$ cat config.mk
export PLATFORM = sky130hd
export DESIGN_NAME = poly_key_tone_gen
export DESIGN_NICKNAME = d
export VERILOG_FILES = /design/src/rtl/poly_key_tone_gen.sv
export SDC_FILE = /design/constraint.sdc
export NUM_CORES = 1
export LEC_CHECK = 0
export ABC_AREA = 1
export CORE_UTILIZATION = 40
export CTS_BUF_LIST = sky130_fd_sc_hd__clkbuf_8
export CTS_CLUSTER_DIAMETER = 30
export DETAILED_ROUTE_END_ITERATION = 12
export PLACE_DENSITY = 0.65
export SLEW_MARGIN = 5
export SYNTH_ARGS = -nofsm -noshare
export SYNTH_HDL_FRONTEND = slang
export SYNTH_SLANG_ARGS = --single-unit
$ cat constraint.sdc
create_clock -name clk -period 4.09 [get_ports clk]
set_input_delay 0.409 -clock clk [delete_from_list [all_inputs] [get_ports clk]]
set_output_delay 0.409 -clock clk [all_outputs]
set_load 0.02 [all_outputs]
$ cat src/rtl/poly_key_tone_gen.sv
`default_nettype none
// ============================================================================
// Module   : poly_key_tone_gen
// Brief    : Priority-selected key bank to square-wave speaker tone with
//            run-time octave shift, note retrigger and timed sustain.
// Revision : 1.0 - initial release
// ============================================================================
module poly_key_tone_gen #(
  parameter int                        NUM_KEYS    = 12,
  parameter int                        DIV_W       = 20,
  parameter logic [NUM_KEYS*DIV_W-1:0] DIV_TABLE   = {
    20'd101239, 20'd107259, 20'd113636, 20'd120395,
    20'd127551, 20'd135139, 20'd143172, 20'd151685,
    20'd160705, 20'd170265, 20'd180388, 20'd191113},
  parameter int                        OCT_W       = 3,
  parameter int                        SUSTAIN_CYC = 5000000
) (
  input  logic                                              clk,
  input  logic                                              rst_n,
  input  logic                                              enable,
  input  logic [NUM_KEYS-1:0]                               keys,
  input  logic [OCT_W-1:0]                                  octave,
  output logic                                              speaker,
  output logic                                              active,
  output logic [((NUM_KEYS > 1) ? $clog2(NUM_KEYS) : 1)-1:0] note_idx
);

  localparam int IDX_W   = (NUM_KEYS > 1) ? $clog2(NUM_KEYS) : 1;
  localparam int REL_W   = (SUSTAIN_CYC > 0) ? $clog2(SUSTAIN_CYC + 1) : 1;
  localparam int C_TBL_N = 2 ** IDX_W;
  localparam logic [REL_W-1:0] C_REL_LOAD = REL_W'((SUSTAIN_CYC > 0) ? SUSTAIN_CYC - 1 : 0);

  localparam logic [1:0] S_IDLE    = 2'd0;
  localparam logic [1:0] S_PLAY    = 2'd1;
  localparam logic [1:0] S_RELEASE = 2'd2;

  logic [1:0]          r_state;
  logic [1:0]          w_next_state;
  logic [NUM_KEYS-1:0] r_sync1;
  logic [NUM_KEYS-1:0] r_sync_keys;
  logic [IDX_W-1:0]    r_note_idx;
  logic [DIV_W-1:0]    r_cnt;
  logic [REL_W-1:0]    r_rel_cnt;
  logic                r_speaker;

  logic [IDX_W-1:0]    w_sel;
  logic                w_any;
  logic [DIV_W-1:0]    w_hp_sel;
  logic [DIV_W-1:0]    w_hp_note;
  logic [DIV_W-1:0]    w_load_sel;
  logic [DIV_W-1:0]    w_load_note;
  logic [DIV_W-1:0]    w_tone_cnt;
  logic                w_tone_spk;
  logic                w_retrig;

  // Table padded to a power of two so any index value reads a defined entry.
  logic [DIV_W-1:0] w_table [C_TBL_N];

  generate
    for (genvar k = 0; k < C_TBL_N; k++) begin : g_table
      if (k < NUM_KEYS) begin : g_key
        assign w_table[k] = DIV_TABLE[k*DIV_W +: DIV_W];
      end else begin : g_pad
        assign w_table[k] = '0;
      end
    end
  endgenerate

  function automatic logic [DIV_W-1:0] shifted_hp(input logic [DIV_W-1:0] base,
                                                  input logic [OCT_W-1:0] oct);
    logic [DIV_W-1:0] s;
    s = base >> oct;
    return (s == '0) ? DIV_W'(1) : s;
  endfunction

  always_comb begin
    w_sel = '0;
    for (int k = NUM_KEYS - 1; k >= 0; k--) begin
      if (r_sync_keys[k]) w_sel = IDX_W'(k);
    end
  end

  assign w_any       = |r_sync_keys;
  assign w_hp_sel    = shifted_hp(w_table[w_sel], octave);
  assign w_hp_note   = shifted_hp(w_table[r_note_idx], octave);
  assign w_load_sel  = w_hp_sel - DIV_W'(1);
  assign w_load_note = w_hp_note - DIV_W'(1);

  // Octave is sampled only at reload, so a mid-note change never truncates a half-cycle.
  always_comb begin
    w_tone_cnt = r_cnt - DIV_W'(1);
    w_tone_spk = r_speaker;
    if (r_cnt == '0) begin
      w_tone_cnt = w_load_note;
      w_tone_spk = ~r_speaker;
    end
  end

  // A retrigger is any fresh note start: from IDLE, a new key in PLAY, or any key in RELEASE.
  always_comb begin
    w_retrig = 1'b0;
    if (enable && w_any) begin
      case (r_state)
        S_IDLE:    w_retrig = 1'b1;
        S_PLAY:    w_retrig = (w_sel != r_note_idx);
        S_RELEASE: w_retrig = 1'b1;
        default:   w_retrig = 1'b0;
      endcase
    end
  end

  always_ff @(posedge clk or negedge rst_n) begin
    if (!rst_n) begin
      r_state <= S_IDLE;
    end else begin
      r_state <= w_next_state;
    end
  end

  always_comb begin
    w_next_state = r_state;
    if (!enable) begin
      w_next_state = S_IDLE;
    end else begin
      case (r_state)
        S_IDLE: begin
          if (w_any) w_next_state = S_PLAY;
        end
        S_PLAY: begin
          if (!w_any) begin
            if (SUSTAIN_CYC > 0) w_next_state = S_RELEASE;
            else                 w_next_state = S_IDLE;
          end
        end
        S_RELEASE: begin
          if (w_any)                   w_next_state = S_PLAY;
          else if (r_rel_cnt == '0)    w_next_state = S_IDLE;
        end
        default: w_next_state = S_IDLE;
      endcase
    end
  end

  always_comb begin
    active = (r_state == S_PLAY) || (r_state == S_RELEASE);
  end

  always_ff @(posedge clk or negedge rst_n) begin
    if (!rst_n) begin
      r_sync1     <= '0;
      r_sync_keys <= '0;
      r_note_idx  <= '0;
      r_cnt       <= '0;
      r_rel_cnt   <= '0;
      r_speaker   <= 1'b0;
    end else begin
      r_sync1     <= keys;
      r_sync_keys <= r_sync1;
      if (!enable) begin
        r_cnt     <= '0;
        r_rel_cnt <= '0;
        r_speaker <= 1'b0;
      end else if (w_retrig) begin
        r_note_idx <= w_sel;
        r_cnt      <= w_load_sel;
        r_rel_cnt  <= '0;
        r_speaker  <= 1'b0;
      end else begin
        case (r_state)
          S_PLAY: begin
            if (!w_any && (SUSTAIN_CYC == 0)) begin
              r_cnt     <= '0;
              r_speaker <= 1'b0;
            end else begin
              if (!w_any) r_rel_cnt <= C_REL_LOAD;
              r_cnt     <= w_tone_cnt;
              r_speaker <= w_tone_spk;
            end
          end
          S_RELEASE: begin
            if (r_rel_cnt == '0) begin
              r_cnt     <= '0;
              r_speaker <= 1'b0;
            end else begin
              r_rel_cnt <= r_rel_cnt - REL_W'(1);
              r_cnt     <= w_tone_cnt;
              r_speaker <= w_tone_spk;
            end
          end
          default: begin
            r_cnt     <= '0;
            r_rel_cnt <= '0;
            r_speaker <= 1'b0;
          end
        endcase
      end
    end
  end

  assign speaker  = r_speaker;
  assign note_idx = r_note_idx;

endmodule
`default_nettype wire

==> results.json, run 1 <==
{
  "clock_path_buffers": 2,
  "worst_pin_slew_ns": 0.9873,
  "fmax_ghz": 0.2769,
  "edf_count": 0,
  "post-place-cells": 1264,
  "ff2ff_path_depth": 24,
  "wl_per_cell_um": 13.51,
  "chipWidth_um": 130.6,
  "rr_startpoint": "r_sync_keys[6]$_DFF_PN0_",
  "die_area_sq_um": 17050,
  "powerDensity_nw_per_um2": 601.5,
  "fp_util_pct": 41.34,
  "placed_area_sq_um": 6995,
  "cp_data_required_time_ns": 4.40,
  "num-nonclk-buffers": 35,
  "ys.flops": 74,
  "worstPathCellList": "nor2_4, nand2_1, nand3_1, nand3_1, nand2_1, inv_1, ha_1, inv_1, nand2_1, nand2_1, inv_1, o21ai_0, nand3_1, nand3_1, nand2_1, nand2_1, nand2_1, ha_1, nand3_2, nor2_4, nand2_1, nand2_1, nand3_1, nand2_1",
  "synth-adder-area-share_pct": 3.973,
  "max_cap_viol_count": 0,
  "grt_pass1_vias": 6091,
  "grt_use_total_pct": 22.01,
  "inv_count": 134,
  "sh_seq_area_pct": 25.84,
  "logic_area_sq_um": 4038,
  "first_pass_iters": 6,
  "flop_cell": "dfrtp_1",
  "design.core.area_sq_um": 16000,
  "slowest_stage": "dfrtp_1",
  "finClkSkew_ns": 0.03050,
  "setup.worst_path.start_class": "flop",
  "post-route-min-period_ns": 3.611,
  "dpl.hpwl_mm": 12.95,
  "post_cts_buffers": 0,
  "design.seq.count": 74,
  "clock_area_share_pct": 2.392,
  "tap_cells": 216,
  "crit_arrival_ns": 3.92,
  "clock-sinks": 74,
  "drc": 0,
  "ys_sh_aoi_pct": 14.72,
  "synth.top_cell.area_share_pct": 28.00,
  "finalCritPeriodShare_pct": 88.29,
  "antenna_cells": 0,
  "grt_antenna_before_repair": 0,
  "ys_types": 49,
  "max_slew_margin_pct": 34.18,
  "ys.warnings.count": 0,
  "status": "completed",
  "cts_made_buffers": 9,
  "fin_cells": 1279,
  "synthCells": 1053,
  "hold_class": "input port to async pin",
  "mux_area_share_pct": 0.1513,
  "register_area_sq_um": 1852,
  "port_buffers": 23,
  "r2r_setup_slack_ns": 0.48,
  "pin_count": 24,
  "vdd_drop_max_uv": 350.2,
  "drive_above_1_share_pct": 7.620
}
-- run 1: metal layers --
| layer | GRT usage (%) | vias up | part of all wire [%] |
|---|---|---|---|
| met2 | 35.11 | 166 | 44 |
| met5 | 0 | - | 0 |
| met3 | 2.606 | 17 | 4.4 |
| li1 | - | 3414 | - |
| met4 | 6.829 | 0 | 1.6 |
| met1 | 31.06 | 2974 | 50 |
-- run 1: critical path, delay by kind of cell, from the launching register on --
kind | cells | cell delay [ns]
adder cells (fa/ha/maj) | 2 | 0.59
AND/OR/NAND/NOR | 18 | 2.00
AND-OR/OR-AND | 1 | 0.15
buffers and inverters | 3 | 0.44
flip-flops | 1 | 0.41
-- run 1: worst min-delay path by stage --
stage	endpoint	slack, ns	depth (start not counted)
final	r_cnt[1]$_DFF_PN0_	0.16	1
after CTS	r_cnt[5]$_DFF_PN0_	0.22	1
after detailed placement	r_sync_keys[1]$_DFF_PN0_	0.34	0
after global placement	r_sync_keys[10]$_DFF_PN0_	0.33	0
after global routing	r_cnt[1]$_DFF_PN0_	0.28	1
after floorplan	note_idx[0]$_DFFE_PN0P_	0.11	0
-- run 1: cell usage in the layout, fill, tap and decap left out, drive strengths merged, types with 7 or more instances in the layout --
cell and instances:
a21oi 29, a31oi 7, buf 13, clkbuf 11
clkdlybuf4s50 22, dfrtp 74, ha 21, inv 133
nand2 318, nand3 125, nand4 14, nor2 116
nor3 8, o211ai 19, o21ai 96, or2 7
xnor2 8, xor2 14
-- run 1: power by group --
part / leakage (nW) / internal, mW / switching (mW)
combinational: 2.63 / 0.976 / 1.80
sequential: 0.958 / 0.870 / 0.121
clock: 0.0938 / 0.245 / 0.297
-- run 1: state kept, by name, summed over array words and instances, names as in the netlist --
register,count
r_rel_cnt,23
speaker,1
r_sync1,12
r_state,2
note_idx,4
r_sync_keys,12
r_cnt,20
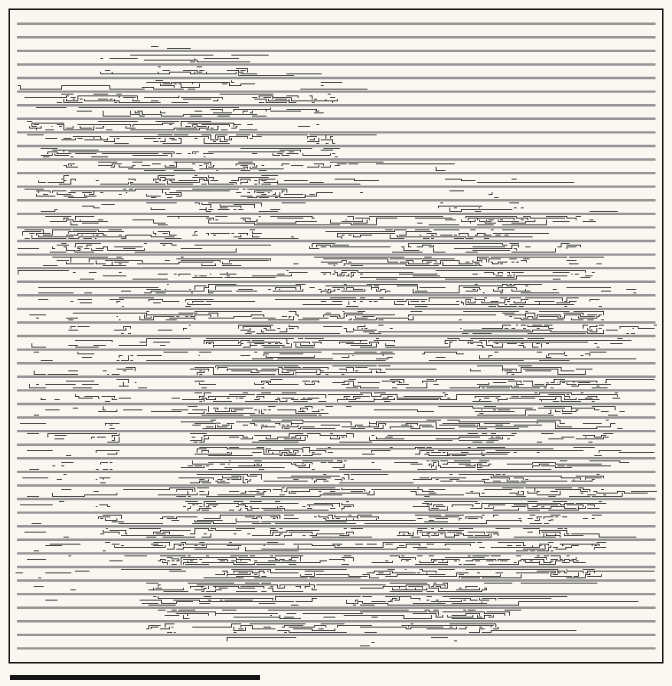
Fig. 1. The metal 1 layer (run 1).
The bar under the picture is 50 um long. Supply wires on this layer in grey.
wire length on this layer = 8560 um
main direction = horizontal
nets with wire on the layer = 1015
Routed Wire Length: 17.28 mm
grt met1 use: 31.06%
via count: 6571

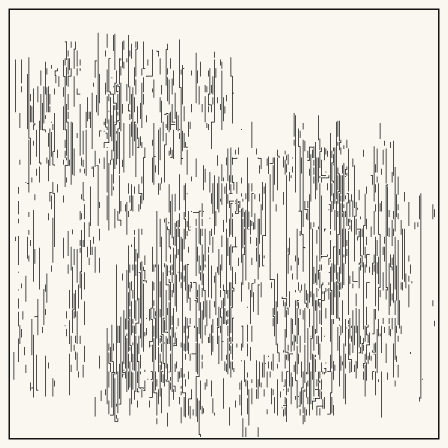
Fig. 2. Metal 2 (run 1).
share of all routed wire = 44%
main direction = vertical
nets with wire on the layer = 822
longest straight run = 62.6 um
wire length on this layer = 7670 um
M2 GR Usage: 35.11%

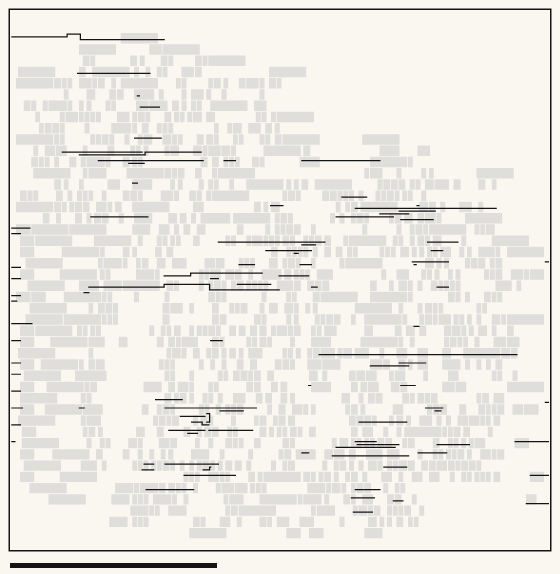
Fig. 3. M3 wires (run 1).
The bar under the picture is 50 um long.
share of all routed wire = 4.4%
wire length on this layer = 767 um
GR Layer Usage met3: 2.606%

Fig. 4: run 1, the clock network
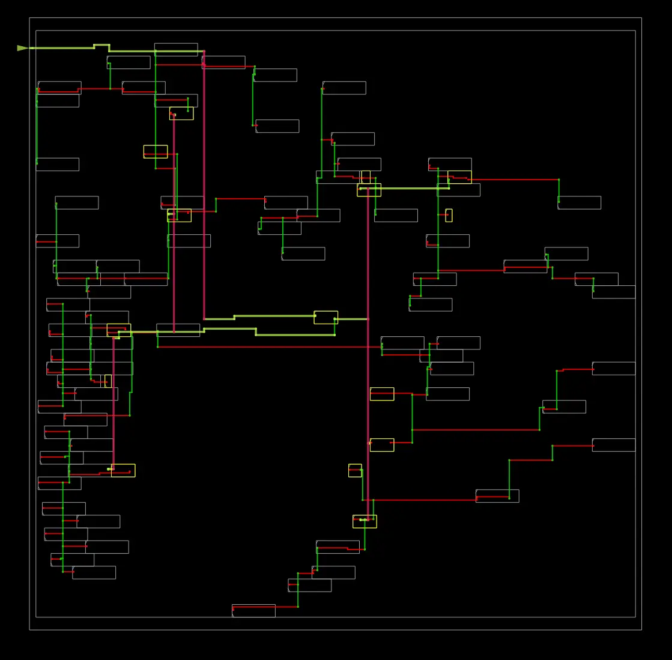

## Run 2: what changed since run 1
ABC_CLOCK_PERIOD_IN_PS = 2980   (was unset)
PLACE_DENSITY = 0.67   (was 0.65)
clock period = 2.98 ns   (was 4.09 ns; I/O delays follow)
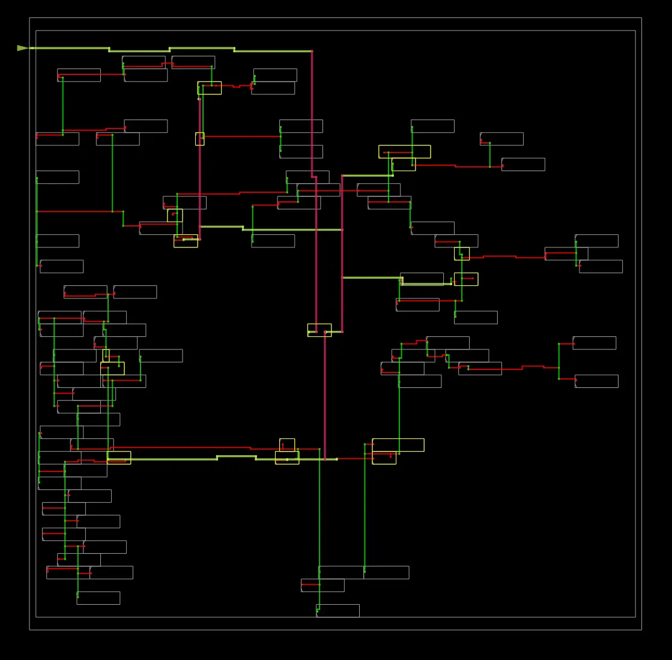
Fig. 5. The clock network (run 2).
Clock net power: 0.898 mW
Layout clock buffers: 9
worst skew pair latency: 0.38 ns
Final Skew: 0.01155 ns

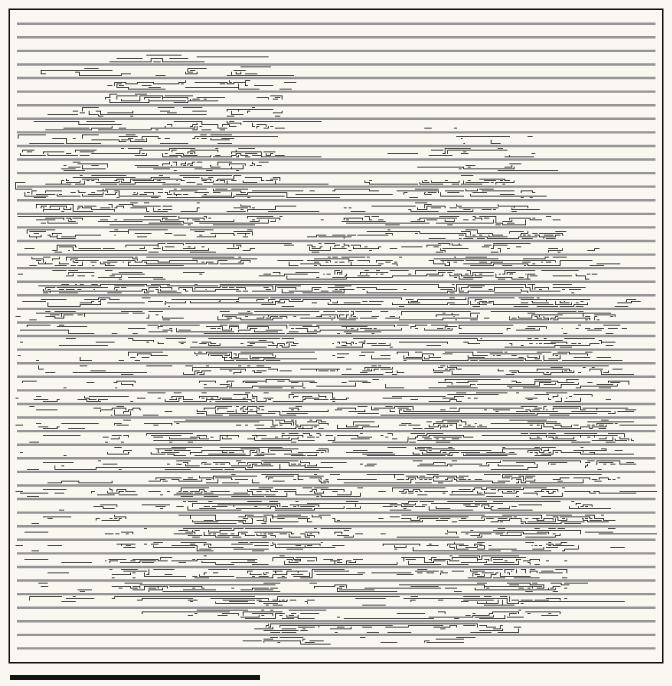
Fig. 6. The metal 1 layer (run 2).
The bar under the picture is 50 um long. Supply wires on this layer in grey.
longest straight run = 43.7 um
nets with wire on the layer = 1122
main direction = horizontal
wire length on this layer = 8850 um
Routed Wire Length: 19.36 mm
via count: 7193

==> run 2 against run 1 <==
Against the previous run: synthesized area unchanged; highest routed layer unchanged; clock skew down 0.019 ns; design area up 23%; count of clock-buffer cells in the layout down 2; die size unchanged; largest power group unchanged; the flow now finishes with violations (setup timing).
==> results.json, run 2 <==
{
  "ff2ff_path_depth": 20,
  "path_clk_slew_ns": 0.09,
  "worst_pin_slew_ns": 0.9824,
  "fin_cells": 1395,
  "crit_arrival_ns": 3.27,
  "switching_share_pct": 48.50,
  "synth.top_cell.area_share_pct": 28.00,
  "clock_path_buffers": 2,
  "crit_cells": 20,
  "top_register": "r_rel_cnt",
  "lay_top_cells": "268 x nand2_1, 119 x buf_4, 109 x inv_1",
  "fmax_ghz": 0.3334,
  "use_met3_pct": 4.357,
  "cp_data_required_time_ns": 3.25,
  "grt_antenna_before_repair": 0,
  "cts_made_buffers": 9,
  "seqPwrFrac_pct": 18.4,
  "status": "finished, violations left",
  "post-place-cells": 1355,
  "synthCells": 1053,
  "p_clk_share_pct": 12.2,
  "largest_reg_flops": 23,
  "grt_use_total_pct": 23.35,
  "edf_count": 0,
  "grt_max_degree": 75,
  "power_mw": 7.329,
  "ys_types": 49,
  "slowest_stage": "dfrtp_1",
  "synth.avg_cell_area_sq_um": 6.281,
  "crit_buf_inv": 1,
  "port_buffers": 23,
  "ys.warnings.count": 0,
  "rows": 46,
  "dpl.hpwl_mm": 13.98,
  "synthTopCellsByArea": "dfrtp_1 28%, nand2_1 18%, nand3_1 9.1%",
  "post-route-min-period_ns": 3.000,
  "max_cap_viol_count": 0,
  "grt_pass1_vias": 6701,
  "drive_above_1_share_pct": 28.16,
  "fp_util_pct": 41.34,
  "cts-hold-fix-buffers": 0,
  "r2r_setup_slack_ns": -0.02,
  "cts_tree": "yes",
  "end_kind": "flop",
  "die_area_sq_um": 17050,
  "lay_top_count": "nand2_1",
  "drtIter0Drc": 593,
  "drc": 0,
  "yosysSeqAreaShare_pct": 28.00,
  "finalCritPeriodShare_pct": 100.7,
  "fp_nets": 1092,
  "netSwitchingPower_mw": 3.555,
  "worstSetupPathType": "flop to flop",
  "chipWidth_um": 130.6,
  "worstPathCellList": "inv_2, nor2_1, nand2_2, a21boi_2, o21ai_2, nor2_1, o21ai_1, nand2_1, nand2_1, a21oi_2, ha_2, nand3_4, nor2_4, nand3_2, nor2_1, nand4_1, nor2_2, nor2_1, o21ai_1, nand2_1",
  "antenna_left": 0,
  "setup.worst_path.start_class": "flop",
  "final_core_util_pct": 55.29,
  "vdd_drop_max_uv": 524.5,
  "clock-sinks": 74,
  "critPathTopFamily": "simple AND/OR/NAND/NOR gates",
  "vias_per_cell": 5.156,
  "rr_startpoint": "note_idx[3]$_DFFE_PN0P_",
  "share_comb_of_total_power_pct": 69.3,
  "setup_viol": 2,
  "async_flop_share_pct": 100.0,
  "critical_path.max_stage_delay_ns": 0.47,
  "violations": "setup timing",
  "ys.flops": 74,
  "top_usage_layer": "met2",
  "hold_class": "input port to async pin",
  "yosys_cells": 1053,
  "antenna_cells": 0,
  "powerDensity_nw_per_um2": 828.5,
  "setup_ws_ns": -0.01967,
  "reg_top3": "r_rel_cnt (23), r_cnt (20)",
  "final_cell_area_sq_um": 8846,
  "final.setup.tns_ns": -0.03244,
  "p_int_mw": 3.774,
  "use_met1_pct": 30.83,
  "flop_cell": "dfrtp_1",
  "max_slew_margin_pct": 34.50,
  "grt_util_met2_pct": 37.16,
  "fin_nets": 1213,
  "htreeDepth": 3,
  "first_pass_iters": 5,
  "placed_area_sq_um": 7724,
  "design.core.area_sq_um": 16000,
  "pin_count": 24,
  "wl_per_cell_um": 13.88
}
## run 2: cell counts after synthesis
Identical to the previous run, type by type.
## run 2: routing by layer
layer / vias up / part of all wire [%] / wire length, um
met5: - / 0 / 0
met4: 0 / 2.9 / 558
met3: 48 / 4.9 / 956
met2: 210 / 46 / 8989
met1: 3275 / 46 / 8853
li1: 3660 / - / -
## run 2: power groups by stage
stage	Combinational, mW	Sequential, mW	Clock [mW]
finish	5.08	1.35	0.898
global placement	4.19	1.35	0
CTS	4.50	1.34	0.926
global route	5.62	1.37	0.959
floorplan	2.95	1.35	0
detailed placement	4.20	1.35	0
## run 2: repair_timing
| item | 4_1_cts | 5_1_grt |
|---|---|---|
| endpoints found under the setup margin | 15 | 42 |
| resized | 53 | 143 |
| buffers inserted | 13 | 11 |
| pin swaps | 29 | 64 |
| cloned | 0 | 1 |
## run 2: cell families after synthesis
kind of cell               synth area share (%)
buffers and inverters                     10.95
DFF                                       28.00
adders and majority gates                 3.973
and+or+nand+nor                           39.29
muxes                                    0.1513
AOI/OAI and AO/OA                         14.72
xor gates and xnor gates                  2.913
## run 2: cell type report
| class | count | area, sq um |
|---|---|---|
| multi-input cells | 805 | 4722 |
| inverters | 134 | 525.5 |
| well taps | 216 | 270.3 |
| clock inverters | 7 | 95.09 |
| fillers | 1568 | 7154 |
| repair buffers | 150 | 1255 |
| clock buffers | 9 | 123.9 |
| flip-flops and latches | 74 | 1854 |
Fig. 7: run 2, metal 2
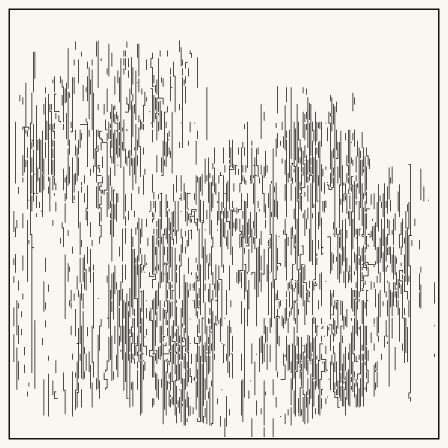

## Run 3: what changed since run 2
PLACE_DENSITY = 0.65   (was 0.67)
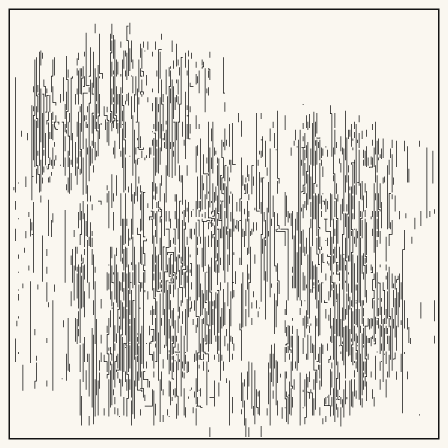
Fig. 8. Metal 2 (run 3).
longest straight run = 49.8 um
main direction = vertical

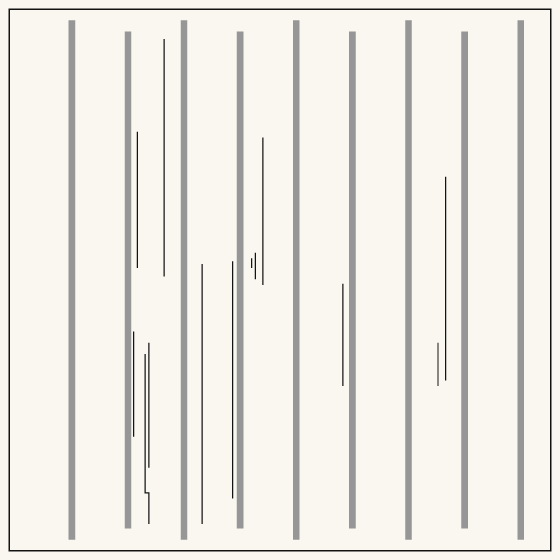
Fig. 9. M4 wires (run 3).
Supply wires on this layer in grey.
share of all routed wire = 2.2%
wire length on this layer = 433 um

==> run 3 against run 2 <==
Against the previous run: the flow now finishes without violations; design area increased by 0.23%; global-route usage increased by 0.55 points; die size unchanged; final cell count grew 0.50%.
==> results.json, run 3 <==
{
  "status": "completed",
  "end_kind": "flop",
  "grt_antenna_before_repair": 0,
  "finClkSkew_ns": 0.01234,
  "clk_latency_ns": 0.38,
  "worst_pin_slew_ns": 0.9831,
  "top_register": "r_rel_cnt",
  "path_clk_slew_ns": 0.09,
  "syn_area_sq_um": 6614,
  "crit_arrival_ns": 3.21,
  "met1_length_mm": 9.224,
  "slowest_stage": "dfrtp_2",
  "vias_per_cell": 5.194,
  "lay_top_cells": "268 x nand2_1, 119 x buf_4, 107 x inv_1",
  "critPathTopFamily": "simple AND/OR/NAND/NOR gates",
  "pin_count": 24,
  "antenna_cells": 0,
  "met3_length_um": 897,
  "grt_use_total_pct": 23.90,
  "powerDensity_nw_per_um2": 804.2,
  "final_cell_area_sq_um": 8866,
  "ys.warnings.count": 0,
  "largest_reg_flops": 23,
  "num_vias": 7282,
  "use_met3_pct": 3.705,
  "yosys_cells": 1053,
  "wl_mm": 19.92,
  "vdd_drop_max_uv": 621.3,
  "whs_ns": 0.07910,
  "async_flop_share_pct": 100.0,
  "lay_top_count": "nand2_1",
  "first_pass_iters": 5,
  "wl_per_cell_um": 14.21,
  "grt_pass1_vias": 6662,
  "cts_made_buffers": 9,
  "r2r-end": "r_cnt[12]$_DFF_PN0_",
  "worstPathCellList": "inv_2, buf_6, ha_4, nor2_4, a21oi_2, a21boi_1, nand2_1, o21ai_2, o21ai_1, o211ai_1, nand2_1, inv_2, ha_4, nand3_4, nor2_4, nand3_2, nor2_1, nand4_1, nor2_2, nor2_1, o21ai_1, nand2_1",
  "r2r_setup_slack_ns": 0.03,
  "use_met1_pct": 32.98,
  "power_mw": 7.130,
  "clock-sinks": 74,
  "setup_viol": 0,
  "final_core_util_pct": 55.41,
  "synthCells": 1053,
  "fp_util_pct": 41.34,
  "grt_max_degree": 75,
  "drtIter0Drc": 645,
  "post-route-min-period_ns": 2.947,
  "chipWidth_um": 130.6,
  "post-place-cells": 1361,
  "rr_startpoint": "note_idx[1]$_DFFE_PN0P_",
  "fmax_ghz": 0.3394,
  "top_usage_layer": "met2",
  "ff2ff_path_depth": 22,
  "htreeDepth": 3,
  "worstSetupPathType": "flop to flop",
  "antenna_left": 0,
  "placed_area_sq_um": 7756,
  "port_buffers": 23,
  "clock_path_buffers": 2,
  "rows": 46,
  "ys.flops": 74,
  "yosysSeqAreaShare_pct": 28.00,
  "drive_above_1_share_pct": 28.50,
  "synth.avg_cell_area_sq_um": 6.281,
  "drc": 0,
  "cp_data_required_time_ns": 3.24,
  "fin_cells": 1402,
  "max_slew_margin_pct": 34.46,
  "finalCritPeriodShare_pct": 98.88,
  "ys_types": 49,
  "met2_length_mm": 9.361,
  "max_cap_viol_count": 0,
  "crit_buf_inv": 3,
  "synth.top_cell.area_share_pct": 28.00,
  "grt_util_met2_pct": 38.41,
  "crit_cells": 22,
  "cts-hold-fix-buffers": 0,
  "edf_count": 0,
  "design.core.area_sq_um": 16000,
  "die_area_sq_um": 17050,
  "cts_tree": "yes",
  "dpl.hpwl_mm": 14.18,
  "fp_nets": 1092,
  "hold_class": "input port to async pin"
}
run 3: cell count changes in the layout (fill, tap and decap cells not counted), sizes merged:
cell	delta
bufinv	-2
clkbuf	+2
clkinvlp	+1
buf	+7
clkinv	-1
run 3: how the worst min path moves through the flow:
stage	start	endpoint	slack, ns	cells past startpoint
final	rst_n	r_cnt[7]$_DFF_PN0_	0.08	1
after global routing	rst_n	note_idx[3]$_DFFE_PN0P_	0.16	1
after CTS	rst_n	note_idx[3]$_DFFE_PN0P_	0.11	1
after global placement	r_sync1[7]$_DFF_PN0_	r_sync_keys[7]$_DFF_PN0_	0.33	0
after detailed placement	r_sync1[8]$_DFF_PN0_	r_sync_keys[8]$_DFF_PN0_	0.33	0
after floorplan	rst_n	note_idx[0]$_DFFE_PN0P_	0.002	0
run 3: cell families (layout without fill, tap and decap cells):
kind of cell,count (synthesis),count (layout),synth area share (%)
AND/OR/NAND/NOR,595,595,39.29
buffers and inverters,174,307,10.95
AND-OR/OR-AND,166,166,14.72
flip-flops,74,74,28.00
XOR/XNOR,22,22,2.913
adder cells (fa/ha/maj),21,21,3.973
multiplexers,1,1,0.1513
run 3: repair_timing:
| action | 4_1_cts | 5_1_grt |
|---|---|---|
| gates cloned | 0 | 3 |
| endpoints found under the setup margin | 16 | 44 |
| setup buffers | 3 | 20 |
| gates resized | 44 | 146 |
| pin swaps | 17 | 72 |
run 3: cell type report:
class	count	area (sq um)
Tap cell	216	270.3
Inverter	134	520.5
Sequential cell	74	1854
Multi-Input combinational cell	805	4677
Timing Repair Buffer	158	1368
Fill cell	1547	7134
Clock buffer	10	137.6
Clock inverter	5	38.79
run 3: report_power, final:
part	switching, mW	total (mW)	internal (mW)
clock	0.417	0.743	0.326
sequential	0.154	1.35	1.20
combinational	2.95	5.04	2.09
total	3.52	7.13	3.61
No activity file was given, so power comes from the tool's default toggle rates.
